### config.mk
export PLATFORM = sky130hd
export DESIGN_NAME = serial_frame_feeder
export DESIGN_NICKNAME = d
export VERILOG_FILES = /design/src/rtl/ser_pkg.sv /design/src/rtl/serial_frame_feeder_down_counter.sv /design/src/rtl/serial_frame_feeder.sv
export SDC_FILE = /design/constraint.sdc
export NUM_CORES = 1
export LEC_CHECK = 0
export ABC_AREA = 1
export CAP_MARGIN = 20
export CORE_ASPECT_RATIO = 1.2
export CORE_MARGIN = 2
export CORE_UTILIZATION = 50
export DETAILED_ROUTE_END_ITERATION = 16
export GPL_TIMING_DRIVEN = 0
export PLACE_DENSITY = 0.81
export REMOVE_ABC_BUFFERS = 1
export SLEW_MARGIN = 10
export SYNTH_ARGS = -nofsm -noshare
export SYNTH_HDL_FRONTEND = slang
export SYNTH_HIERARCHICAL = 1
export SYNTH_SLANG_ARGS = --single-unit
### constraint.sdc
create_clock -name clk -period 2.3 [get_ports clk]
set_input_delay 0.23 -clock clk [delete_from_list [all_inputs] [get_ports clk]]
set_output_delay 0.23 -clock clk [all_outputs]
set_load 0.02 [all_outputs]
### src/rtl/ser_pkg.sv
// ---------------------------------------------------------------------------
// ser_pkg
// Shared definitions for the serial frame feeder: FSM state encoding and the
// legal ranges of the WIDTH and GAP parameters.
// ---------------------------------------------------------------------------
package ser_pkg;

   // 2-bit binary state encoding.
   typedef enum logic [1:0] {
      ST_IDLE  = 2'd0,
      ST_SHIFT = 2'd1,
      ST_GAP   = 2'd2
   } state_e;

   // Legal parameter ranges.
   localparam int WIDTH_MIN = 2;
   localparam int WIDTH_MAX = 32;
   localparam int GAP_MIN   = 0;
   localparam int GAP_MAX   = 15;

   // The gap counter is sized to hold the largest legal GAP-1.
   localparam int GAP_CNT_W = $clog2(GAP_MAX + 1);

endpackage

### src/rtl/serial_frame_feeder_down_counter.sv
// ---------------------------------------------------------------------------
// down_counter
// Loadable down counter that saturates at zero.
//   clk    : rising-edge clock
//   reset  : asynchronous active-low reset (count -> 0)
//   load   : load LOAD_VALUE (has priority over dec)
//   dec    : decrement by one; ignored when already zero
//   count  : current value
//   zero   : high while count == 0
// ---------------------------------------------------------------------------
module down_counter #(
   parameter int CNT_W      = 4,
   parameter int LOAD_VALUE = 0
) (
   input  logic             clk,
   input  logic             reset,
   input  logic             load,
   input  logic             dec,
   output logic [CNT_W-1:0] count,
   output logic             zero
);

   localparam logic [CNT_W-1:0] LOAD_BITS = CNT_W'(LOAD_VALUE);

   // NOTE: sequential state is written with non-blocking assignments so every
   // flop samples its inputs from the same pre-edge values.
   always_ff @(posedge clk or negedge reset) begin
      if (!reset) begin
         count <= '0;
      end else if (load) begin
         count <= LOAD_BITS;
      end else if (dec && !zero) begin
         count <= count - 1'b1;
      end
   end

   assign zero = (count == '0);

endmodule

### src/rtl/serial_frame_feeder.sv
// ---------------------------------------------------------------------------
// serial_frame_feeder
// Accepts a parallel word over a valid/ready handshake and shifts it out
// MSB-first, one bit per clock, with bit-valid and frame-boundary strobes.
// An optional idle gap of GAP cycles follows every frame.
//   clk         : rising-edge clock
//   reset       : asynchronous active-low reset
//   load_valid  : producer offers load_data
//   load_data   : word to serialize, bit WIDTH-1 first
//   load_ready  : word can be accepted this cycle (decoded from state only)
//   data_out    : serial bit
//   bit_valid   : data_out carries a frame bit
//   frame_start : first (MSB) bit of a frame
//   frame_last  : last (LSB) bit of a frame
// ---------------------------------------------------------------------------
module serial_frame_feeder
   import ser_pkg::*;
#(
   parameter int WIDTH = 5,
   parameter int GAP   = 0
) (
   input  logic             clk,
   input  logic             reset,
   input  logic             load_valid,
   input  logic [WIDTH-1:0] load_data,
   output logic             load_ready,
   output logic             data_out,
   output logic             bit_valid,
   output logic             frame_start,
   output logic             frame_last
);

   localparam int BIT_CNT_W = $clog2(WIDTH);
   localparam int GAP_LOAD  = (GAP > 0) ? GAP - 1 : 0;
   localparam bit HAS_GAP   = (GAP != 0);

   state_e               state, state_nxt;
   logic [WIDTH-1:0]     shift_reg;
   logic [BIT_CNT_W-1:0] bit_cnt;
   logic                 bit_zero;
   logic [GAP_CNT_W-1:0] gap_cnt_unused;
   logic                 gap_zero;
   logic                 accept;
   logic                 bit_dec;
   logic                 gap_load;
   logic                 gap_dec;

   // Bits still to send after the one currently on data_out.
   down_counter #(
      .CNT_W      (BIT_CNT_W),
      .LOAD_VALUE (WIDTH - 1)
   ) u_bit_cnt (
      .clk   (clk),
      .reset (reset),
      .load  (accept),
      .dec   (bit_dec),
      .count (bit_cnt),
      .zero  (bit_zero)
   );

   // Idle cycles remaining after a frame; only the zero flag matters here.
   down_counter #(
      .CNT_W      (GAP_CNT_W),
      .LOAD_VALUE (GAP_LOAD)
   ) u_gap_cnt (
      .clk   (clk),
      .reset (reset),
      .load  (gap_load),
      .dec   (gap_dec),
      .count (gap_cnt_unused),
      .zero  (gap_zero)
   );

   always_ff @(posedge clk or negedge reset) begin
      if (!reset) begin
         state <= ST_IDLE;
      end else begin
         state <= state_nxt;
      end
   end

   // NOTE: every signal driven here gets a default first, so no path through
   // the case statement can leave one unassigned and infer a latch.
   always_comb begin
      state_nxt  = state;
      load_ready = 1'b0;
      accept     = 1'b0;
      bit_dec    = 1'b0;
      gap_load   = 1'b0;
      gap_dec    = 1'b0;
      case (state)
         ST_IDLE: begin
            load_ready = 1'b1;
            if (load_valid) begin
               accept    = 1'b1;
               state_nxt = ST_SHIFT;
            end
         end
         ST_SHIFT: begin
            if (!bit_zero) begin
               bit_dec = 1'b1;
            end else if (HAS_GAP) begin
               gap_load  = 1'b1;
               state_nxt = ST_GAP;
            end else begin
               // Last bit on the wire: the next word may follow with no bubble.
               load_ready = 1'b1;
               if (load_valid) begin
                  accept = 1'b1;
               end else begin
                  state_nxt = ST_IDLE;
               end
            end
         end
         ST_GAP: begin
            if (gap_zero) begin
               state_nxt = ST_IDLE;
            end else begin
               gap_dec = 1'b1;
            end
         end
         default: state_nxt = ST_IDLE;
      endcase
   end

   // data_out is the shift register MSB itself. A frame is shifted WIDTH times
   // while in SHIFT, so the register is all-zero whenever no frame is in flight.
   // NOTE: the shift register is a plain flop bank, so it is reset like any
   // other state; that reset is what guarantees data_out=0 out of reset.
   always_ff @(posedge clk or negedge reset) begin
      if (!reset) begin
         shift_reg <= '0;
      end else if (accept) begin
         shift_reg <= load_data;
      end else if (state == ST_SHIFT) begin
         shift_reg <= {shift_reg[WIDTH-2:0], 1'b0};
      end
   end

   assign data_out = shift_reg[WIDTH-1];

   // Strobes are registered from next-cycle values. frame_last is armed while
   // one bit remains; a load can never coincide with that, since load_ready
   // in SHIFT requires the counter to be zero.
   always_ff @(posedge clk or negedge reset) begin
      if (!reset) begin
         bit_valid   <= 1'b0;
         frame_start <= 1'b0;
         frame_last  <= 1'b0;
      end else begin
         bit_valid   <= (state_nxt == ST_SHIFT);
         frame_start <= accept;
         frame_last  <= (state == ST_SHIFT) && (bit_cnt == BIT_CNT_W'(1));
      end
   end

endmodule

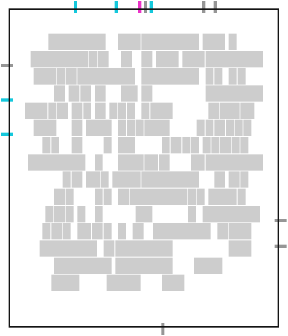
Figure 1: run 1, ports around the boundary.
Pins as bars across the die edge, other pins in gray.
- load_ready: magenta (pins 1; direction output; edge top)
- load_data: cyan (pins 5; direction input; edge 3 top, 2 left)
- all pins by edge: 7 top, 3 left, 2 right, 1 bottom
die extent in x: 42.3 um
IO Port Bufs: 12
Die H: 49.9 um

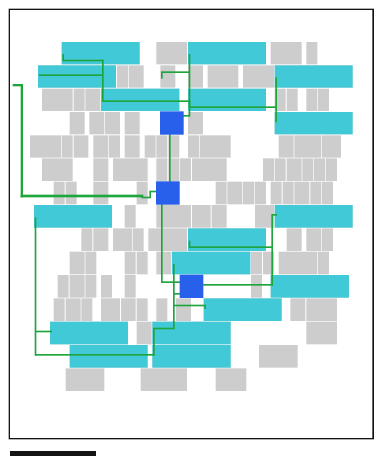
Figure 2: run 1, clock wires, drivers and flops.
Scale bar: 10 um.
- clock wires: green (length 187 um)
- cells driving clock nets: blue (count 3)
- flip-flops: cyan (count 17)
- routed clock nets: 4

==> GITHUB_STEP_SUMMARY, run 1 <==
## PnR job results

| Metric | Value |
|---|---|
| Yosys Instances | `108` |
| Netlist Area Pre-Place | `878 um2` |
| Combinational cell power | `0.547 mW` |
| Metal3 WL | `34 um` |
| Overall Global Routing Usage | `17.2%` |
| Met1 GRT Util | `19.7%` |
| Min Tclk post-route | `1.88 ns` |
| Largest area contributor in the netlist | `dfrtp_1` |
| Net switching fraction of the power | `41.3%` |
| Status | `complete, no violations` |
| Final Power | `1.14 mW` |
| Nets@finish | `138` |
| Worst slew margin | `49.1%` |
| PnR worst setup slack | `0.423 ns` |
| Area of the multi-input gates | `380 um2` |
| Fin cells | `143` |
| TritonCTS clock tree | `built` |
| Reg-to-reg endpoint | `u_gap_cnt/count[3]` |
| Drt first pass iters | `4` |
| Largest net degree at the start of global routing | `18` |
| Area leader share | `48.4%` |
| Levels on crit path | `6` |
| Pwr top | `combinational cells` |
| Fmax | `533 MHz` |
| Vias in the first global route | `669` |
| Clock buf/inv share | `2.60%` |
| Cells after synthesis | `108` |
| Setup TNS | `0 ns` |
| CTS root buf | `clkbuf_4` |
| Final WL | `1650 um` |
| Inverters | `21` |
| R2r worst-path depth | `9` |
| Top cells, area | `dfrtp_1, nand3_1, nand2_1` |
| Tap Cells | `18` |
| Number of enable flip-flop cells | `0` |
| Pwr dens | `1080 nW/um2` |
| CTS HTree Levels | `1` |
| VDD IR max | `0.000633 V` |
| Setup crit end | `load_ready` |
| Max-slew violation count | `0` |
| Cell Area, Placed | `1020 um2` |
| Worst setup EP type | `output port` |
| Crit-path slowest cell | `dfrtp_1` |
| Seq share, synth | `48.4%` |
| Core Util at FP | `53.5%` |
| Bufs w/o clock | `12` |
| DRT iter0 DRCs | `15` |
| Initial antenna violation count | `0` |
| Flop2flop setup slack | `0.77 ns` |
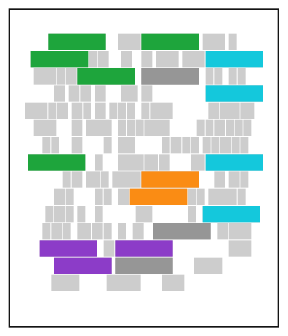
Figure 3: run 1, register map, names as in the netlist.
- u_gap_cnt/count: cyan (sequential cells 4)
- u_bit_cnt/count: purple (sequential cells 3)
- state: orange (sequential cells 2)
- shift_reg: green (sequential cells 5)
fraction of area in registers: 40.2%
Seq power: 0.438 mW
FF+latch area: 425 um2
Core Util, Final: 64.4%

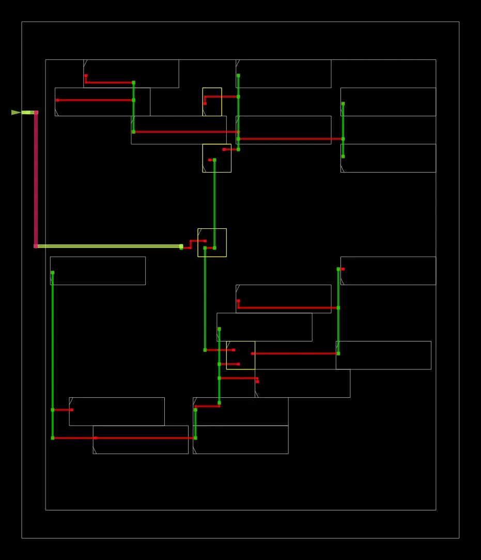
Figure 4: run 1, clock wiring as the flow saved it.
Sink Count: 17
clock buf count: 3
Worst-Skew Late Latency: 0.28 ns
number of buffers created by CTS: 3
Fin Clk Skew: 0.00428 ns

==> run 1: kinds of logic (layout without fill, tap and decap cells) <==
| group | count (synthesis) | after routing | share of synthesized area (%) |
|---|---|---|---|
| fa+ha+maj | 4 | 4 | 5.70 |
| flops | 17 | 17 | 48.4 |
| simple gates | 59 | 59 | 32.6 |
| other cells | 1 | 2 | 0.427 |
| xor+xnor | 1 | 1 | 0.997 |
| buf+inv | 21 | 37 | 8.97 |
| compound gates | 5 | 5 | 2.85 |
==> run 1: synth_stat cells, types with 2 or more instances <==
cell and count:
nand3_1 22, nand2_1 21, inv_1 18, dfrtp_1 17
nor2_1 6, ha_1 4, inv_2 3, nand2_2 2
nor2_4 2, nor3_1 2, o21ai_0 2, o21ai_1 2
==> run 2, diff against run 1 <==
==> constraint.sdc (replaced) <==
create_clock -name clk -period 1.8 [get_ports clk]
set_input_delay 0.18 -clock clk [delete_from_list [all_inputs] [get_ports clk]]
set_output_delay 0.18 -clock clk [all_outputs]
set_load 0.02 [all_outputs]
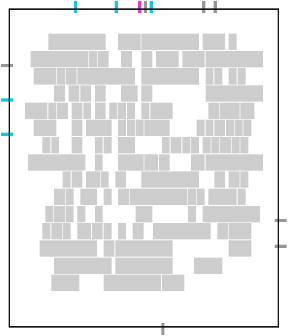
Figure 5: run 2, ports around the boundary.
Pins as bars across the die edge, other pins in gray.
- load_data: cyan (pins 5; direction input; edge 3 top, 2 left)
- load_ready: magenta (pins 1; direction output; edge top)

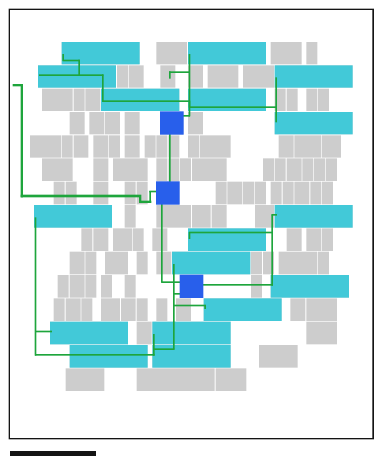
Figure 6: run 2, clock wires, drivers and flops.
Scale bar: 10 um.
- flip-flops: cyan (count 17)
- clock wires: green (length 186 um)
- cells driving clock nets: blue (count 3)
- routed clock nets: 4
- flops lie: all over the die

==> GITHUB_STEP_SUMMARY, run 2 <==
## PnR job results

| Metric | Value |
|---|---|
| Synth logic family | `simple AND/OR/NAND/NOR gates` |
| Core Util, Final | `65.0%` |
| Seq power | `0.557 mW` |
| Max-slew violation count | `0` |
| Vias in the first global route | `674` |
| Reg-to-reg endpoint | `u_gap_cnt/count[3]` |
| Cells after synthesis | `108` |
| Net switching fraction of the power | `41.3%` |
| Met1 GRT Util | `20.4%` |
| Seq share, synth | `48.4%` |
| TritonCTS clock tree | `built` |
| Final WL | `1670 um` |
| Synth Area in Adders | `5.70%` |
| Pwr top | `combinational cells` |
| Most common cell in the netlist | `nand3_1` |
| Initial antenna violation count | `0` |
| Number of enable flip-flop cells | `0` |
| Fin Clk Skew | `0.00688 ns` |
| Area leader share | `48.4%` |
| Mux frac, synth | `0%` |
| FF+latch area | `425 um2` |
| Area of the multi-input gates | `390 um2` |
| Fin cells | `144` |
| Metal3 WL | `53 um` |
| Pwr dens | `1400 nW/um2` |
| Nets@finish | `139` |
| Largest net degree at the start of global routing | `18` |
| Flop2flop setup slack | `0.26 ns` |
| R2r worst-path depth | `9` |
| Largest area contributor in the netlist | `dfrtp_1` |
| CTS HTree Levels | `1` |
| Status | `complete, no violations` |
| Overall Global Routing Usage | `17.5%` |
| Min Tclk post-route | `1.71 ns` |
| Simple-gate area share of the yosys netlist | `32.6%` |
| Final Power | `1.49 mW` |
| Combinational cell power | `0.735 mW` |
| Die H | `49.9 um` |
| DRT iter0 DRCs | `17` |
| Worst-Skew Late Latency | `0.28 ns` |
| Core Util at FP | `53.5%` |
| PnR worst setup slack | `0.0867 ns` |
| Aoi share | `2.85%` |
| Fmax | `584 MHz` |
| Xor/xnor share | `0.997%` |
| Yosys Instances | `108` |
| Drt first pass iters | `4` |
| CTS root buf | `clkbuf_4` |
| Number of buffers created by CTS | `3` |
==> run 2: cell counts after synthesis <==
No cell type changed its count.
==> run 2: how the worst max path moves through the flow <==
stage          slack [ns]         end  depth (start not counted)               start
3_5_place_dp        -0.13  load_ready                          6  u_bit_cnt/count[0]
3_3_place_gp        -0.08  load_ready                          6  u_bit_cnt/count[0]
6_report             0.09  load_ready                          6  u_bit_cnt/count[0]
4_1_cts            0.0006  load_ready                          6  u_bit_cnt/count[0]
5_1_grt              0.05  load_ready                          6  u_bit_cnt/count[0]
2_1_floorplan        0.40  load_ready                          5  u_bit_cnt/count[0]
==> run 2: cell type report <==
cell class                 count  share of cell area [%]
sequential                    17                    39.9
multi-input combinational     71                    36.6
timing repair buffer          13                    11.5
inverter                      21                    7.39
clock buffer                   3                    2.11
tap                           18                    2.11
clock inverter                 1                   0.469
No activity file was given, so power comes from the tool's default toggle rates.
